### config.mk
export PLATFORM = sky130hd
export DESIGN_NAME = noc_packet_injector_flat
export DESIGN_NICKNAME = d
export VERILOG_FILES = /design/src/rtl/noc_packet_injector_if.sv /design/src/rtl/noc_packet_injector.sv /design/src/flat_wrapper.sv
export SDC_FILE = /design/constraint.sdc
export NUM_CORES = 1
export LEC_CHECK = 0
export CORE_ASPECT_RATIO = 1.75
export CORE_MARGIN = 1.5
export CORE_UTILIZATION = 52
export DETAILED_ROUTE_END_ITERATION = 8
export PLACE_DENSITY = 0.85
export SYNTH_ARGS = -nofsm -noshare
export SYNTH_HDL_FRONTEND = slang
export SYNTH_SLANG_ARGS = --single-unit
### constraint.sdc
create_clock -name clock -period 2 [get_ports clock]
set_input_delay 0.3 -clock clock [delete_from_list [all_inputs] [get_ports clock]]
set_output_delay 0.3 -clock clock [all_outputs]
set_load 0.02 [all_outputs]
### src/rtl/noc_packet_injector_if.sv
`default_nettype none
// +--------------------------------------------------------------------+
// | noc_packet_injector_if : processor config + router local-port bus  |
// | Revision: 1.0                                                      |
// +--------------------------------------------------------------------+
interface noc_packet_injector_if;
  logic [10:0] configure;
  logic [15:0] flit_out;
  logic        flit_valid;
  logic        flit_ready;
  logic        processor_ready;
  logic        cfg_error;
  logic [7:0]  pkt_count;

  modport master (
    input  configure,
    input  flit_ready,
    output flit_out,
    output flit_valid,
    output processor_ready,
    output cfg_error,
    output pkt_count
  );

  modport slave (
    output configure,
    output flit_ready,
    input  flit_out,
    input  flit_valid,
    input  processor_ready,
    input  cfg_error,
    input  pkt_count
  );
endinterface
`default_nettype wire

### src/rtl/noc_packet_injector.sv
`default_nettype none
// +--------------------------------------------------------------------+
// | noc_packet_injector : turns a processor config word into a        |
// | head/body/tail flit packet on the router local port.               |
// | Revision: 1.0                                                      |
// +--------------------------------------------------------------------+
module noc_packet_injector #(
  parameter logic [1:0] SRC_ID = 2'd0
) (
  input  wire logic              clock,
  input  wire logic              reset,
  noc_packet_injector_if.master  bus
);

  localparam logic [2:0] ST_IDLE = 3'd0;
  localparam logic [2:0] ST_HEAD = 3'd1;
  localparam logic [2:0] ST_BODY = 3'd2;
  localparam logic [2:0] ST_TAIL = 3'd3;
  localparam logic [2:0] ST_DONE = 3'd4;

  localparam logic [1:0] TYPE_HEAD = 2'b01;
  localparam logic [1:0] TYPE_BODY = 2'b00;
  localparam logic [1:0] TYPE_TAIL = 2'b10;

  logic [2:0] state;
  logic [1:0] dst;
  logic [3:0] body_n;
  logic [3:0] seed;
  logic [3:0] body_idx;
  logic [9:0] checksum;
  logic       cfg_error;
  logic [7:0] pkt_count;

  logic       go;
  logic [1:0] cfg_dst;
  logic [9:0] body_payload;
  logic       valid;

  assign go           = bus.configure[0];
  assign cfg_dst      = bus.configure[2:1];
  assign body_payload = {seed, 2'b00, body_idx};
  assign valid        = (state == ST_HEAD) || (state == ST_BODY) || (state == ST_TAIL);

  always_ff @(posedge clock or negedge reset) begin
    if (!reset) begin
      state     <= ST_IDLE;
      dst       <= 2'd0;
      body_n    <= 4'd0;
      seed      <= 4'd0;
      body_idx  <= 4'd0;
      checksum  <= 10'd0;
      cfg_error <= 1'b0;
      pkt_count <= 8'd0;
    end else begin
      case (state)
        ST_IDLE: begin
          if (go) begin
            dst       <= cfg_dst;
            body_n    <= bus.configure[6:3];
            seed      <= bus.configure[10:7];
            body_idx  <= 4'd0;
            checksum  <= 10'd0;
            // A packet addressed to ourselves is refused without emitting flits
            cfg_error <= (cfg_dst == SRC_ID);
            state     <= (cfg_dst == SRC_ID) ? ST_DONE : ST_HEAD;
          end
        end
        ST_HEAD: begin
          if (bus.flit_ready) begin
            state <= (body_n != 4'd0) ? ST_BODY : ST_TAIL;
          end
        end
        ST_BODY: begin
          if (bus.flit_ready) begin
            checksum <= checksum + body_payload;
            body_idx <= body_idx + 4'd1;
            if (body_idx == body_n - 4'd1) begin
              state <= ST_TAIL;
            end
          end
        end
        ST_TAIL: begin
          if (bus.flit_ready) begin
            pkt_count <= pkt_count + 8'd1;
            state     <= ST_DONE;
          end
        end
        ST_DONE: begin
          if (!go) begin
            state <= ST_IDLE;
          end
        end
        default: state <= ST_IDLE;
      endcase
    end
  end

  // Flit is decoded from registered state so it stays stable across stalls
  always_comb begin
    bus.flit_out = 16'd0;
    case (state)
      ST_HEAD: bus.flit_out = {TYPE_HEAD, SRC_ID, dst, seed, 2'b00, body_n};
      ST_BODY: bus.flit_out = {TYPE_BODY, SRC_ID, dst, body_payload};
      ST_TAIL: bus.flit_out = {TYPE_TAIL, SRC_ID, dst, checksum};
      default: bus.flit_out = 16'd0;
    endcase
  end

  assign bus.flit_valid      = valid;
  assign bus.processor_ready = (state == ST_DONE);
  assign bus.cfg_error       = cfg_error;
  assign bus.pkt_count       = pkt_count;

endmodule
`default_nettype wire

### src/flat_wrapper.sv
// flat-port wrapper written by rule: the top's interface ports become plain ports
module noc_packet_injector_flat 
#(
  parameter logic [1:0] SRC_ID = 2'd0
)
  (clock, reset, bus_configure, bus_flit_ready, bus_flit_out, bus_flit_valid, bus_processor_ready, bus_cfg_error, bus_pkt_count);
  noc_packet_injector_if bus_i ();
  input  wire logic clock;
  input  wire logic reset;
  input wire logic [$bits(bus_i.configure)-1:0] bus_configure;
  input wire logic [$bits(bus_i.flit_ready)-1:0] bus_flit_ready;
  output wire logic [$bits(bus_i.flit_out)-1:0] bus_flit_out;
  output wire logic [$bits(bus_i.flit_valid)-1:0] bus_flit_valid;
  output wire logic [$bits(bus_i.processor_ready)-1:0] bus_processor_ready;
  output wire logic [$bits(bus_i.cfg_error)-1:0] bus_cfg_error;
  output wire logic [$bits(bus_i.pkt_count)-1:0] bus_pkt_count;
  assign bus_i.configure = bus_configure;
  assign bus_i.flit_ready = bus_flit_ready;
  assign bus_flit_out = bus_i.flit_out;
  assign bus_flit_valid = bus_i.flit_valid;
  assign bus_processor_ready = bus_i.processor_ready;
  assign bus_cfg_error = bus_i.cfg_error;
  assign bus_pkt_count = bus_i.pkt_count;
  noc_packet_injector #(.SRC_ID(SRC_ID)) u_core (.clock(clock), .reset(reset), .bus(bus_i));
endmodule
==> Changelog: implementation <==
## Flow update

* WL met3 at 219 µm
* R2r startpoint: u_core.state[2]
* Setup crit start: u_core.state[2]
* Vias/cell at 5.67
* Status: completed
* Setup violations, final at 0
* CTS max path bufs at 2
* FF-to-FF setup slack at 0.08 ns
* Crit path DRT at 2.23 ns
* Clk root buf: clkbuf_8
* Core box area at 0.00411 mm²
* DR iter-0 viols at 77
* FMAX at 520 MHz
* End of the critical path: u_core.checksum[8]
* Ys cells at 248
* FF-to-FF End: u_core.checksum[8]
* NetSw at 1.81 mW
* Hold_buf cts at 0
* Initial antenna violation count at 0
* Top-level port count at 41
* CTS tree: built
* Peak VDD IR at 0.818 mV
* Sw frac at 43.5%
* GRT Total Usage at 25.9%
* Post-layout util at 69.7%
* Post-route ant nets at 0
* Yosys adder share at 7.09%
* Lkg Pwr at 1.36 nW
* Worst setup EP type: flop
* Power Clock at 640 µW
* Top comb family, area: simple AND/OR/NAND/NOR gates
* Critical Path Start Type: flop
* Vias in the first global route at 2037
* Cell area after layout at 0.00286 mm²
* Yosys top cell by area: dfrtp_1
* OpenROAD warning count at 27
## how the worst min path moves through the flow
stage          slack, ns     startpoint                 endpoint  cells past startpoint
2_1_floorplan      0.004          reset       u_core.body_idx[0]                      0
3_3_place_gp        0.45  u_core.dst[0]            u_core.dst[0]                      2
3_5_place_dp        0.47  u_core.dst[0]            u_core.dst[0]                      2
4_1_cts             0.45          reset  u_core.bus.pkt_count[7]                      2
5_1_grt             0.49          reset  u_core.bus.pkt_count[6]                      2
6_report            0.44          reset  u_core.bus.pkt_count[7]                      2
## final cells by class
class,instances,area (µm²)
clock buffer,6,72.6
clock inverter,2,35.0
fill,323,1250
inverter,9,33.8
multi-input combinational,191,1230
sequential,36,905
tap,49,61.3
timing repair buffer,60,524
## metrics by stage
step / power (mW) / hold WS (ns) / setup slack, ns / TNS (ns)
after global placement: 3.48 / 0.451 / 0.0529 / 0
after CTS: 4.13 / 0.453 / 0.00642 / 0
after detailed placement: 3.56 / 0.466 / 0.0330 / 0
final: 4.15 / 0.440 / 0.0752 / 0
after global routing: 4.43 / 0.489 / -0.0116 / -0.0116
after floorplan: 2.59 / 0.00441 / 0.211 / 0
## registers in the layout (all words and copies together) (netlist names)
name,count
u_core.body_idx,4
u_core.body_n,4
u_core.bus.cfg_error,1
u_core.bus.pkt_count,8
u_core.checksum,10
u_core.dst,2
u_core.seed,4
u_core.state,3
## repair_timing
action,in CTS,in global routing
gates resized,23,16
setup buffers,0,0
endpoints found under the hold margin,0,0
pin swaps,0,2
endpoints found under the setup margin,16,14
## worst reg2reg max path: stages (launching register included)
cell	delay [ns]
dfrtp_1	0.52
buf_12	0.22
nor3b_4	0.29
nand2_2	0.12
or3_1	0.32
or3_1	0.31
nand3_1	0.09
==> images/clock_wires.png <==
The bar under the picture is 20 µm long.
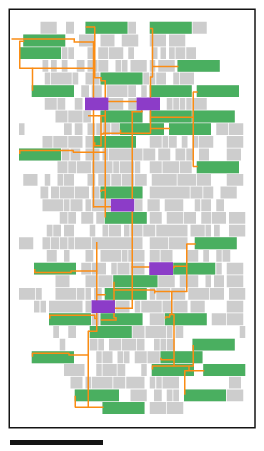
legend:
  clock-net drivers:
    color: purple
    count: 5
  clock wires:
    color: orange
    length: 488 µm
  flip-flops:
    color: green
    count: 36
flops lie: spread over the die
routed clock nets: 6

==> images/class_map.png <==
The bar under the picture is 20 µm long.
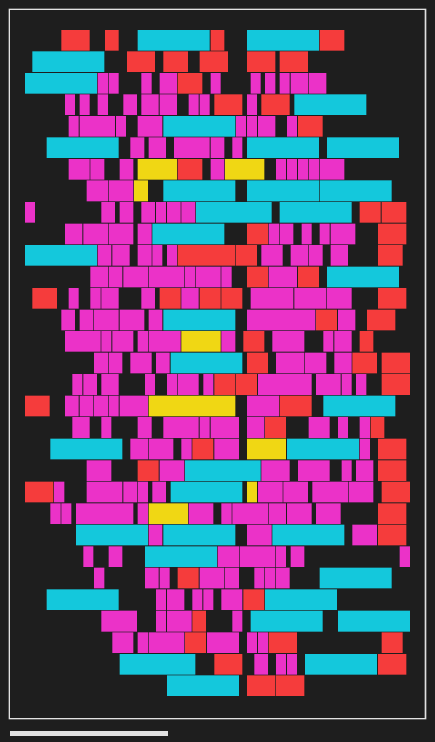
legend:
  remaining logic cells:
    color: magenta
    cells: 200
    share_of_their_area: 45%
  registers:
    color: cyan
    cells: 36
    share_of_their_area: 32%
  clock drivers and dummy loads:
    color: yellow
    cells: 8
    share_of_their_area: 3.8%
  remaining buffers and delay cells:
    color: red
    cells: 60
    share_of_their_area: 19%

==> images/clock_nets.png <==
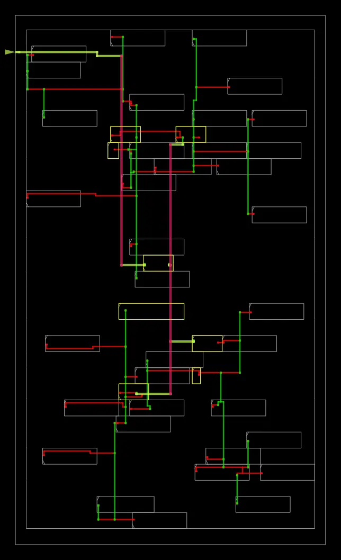
TritonCTS buffer count: 5
clk_skew: 0.00431 ns
Late-Pin Clk Latency: 0.29 ns

Power figures rest on the tool's default switching activity, not on a simulated workload.
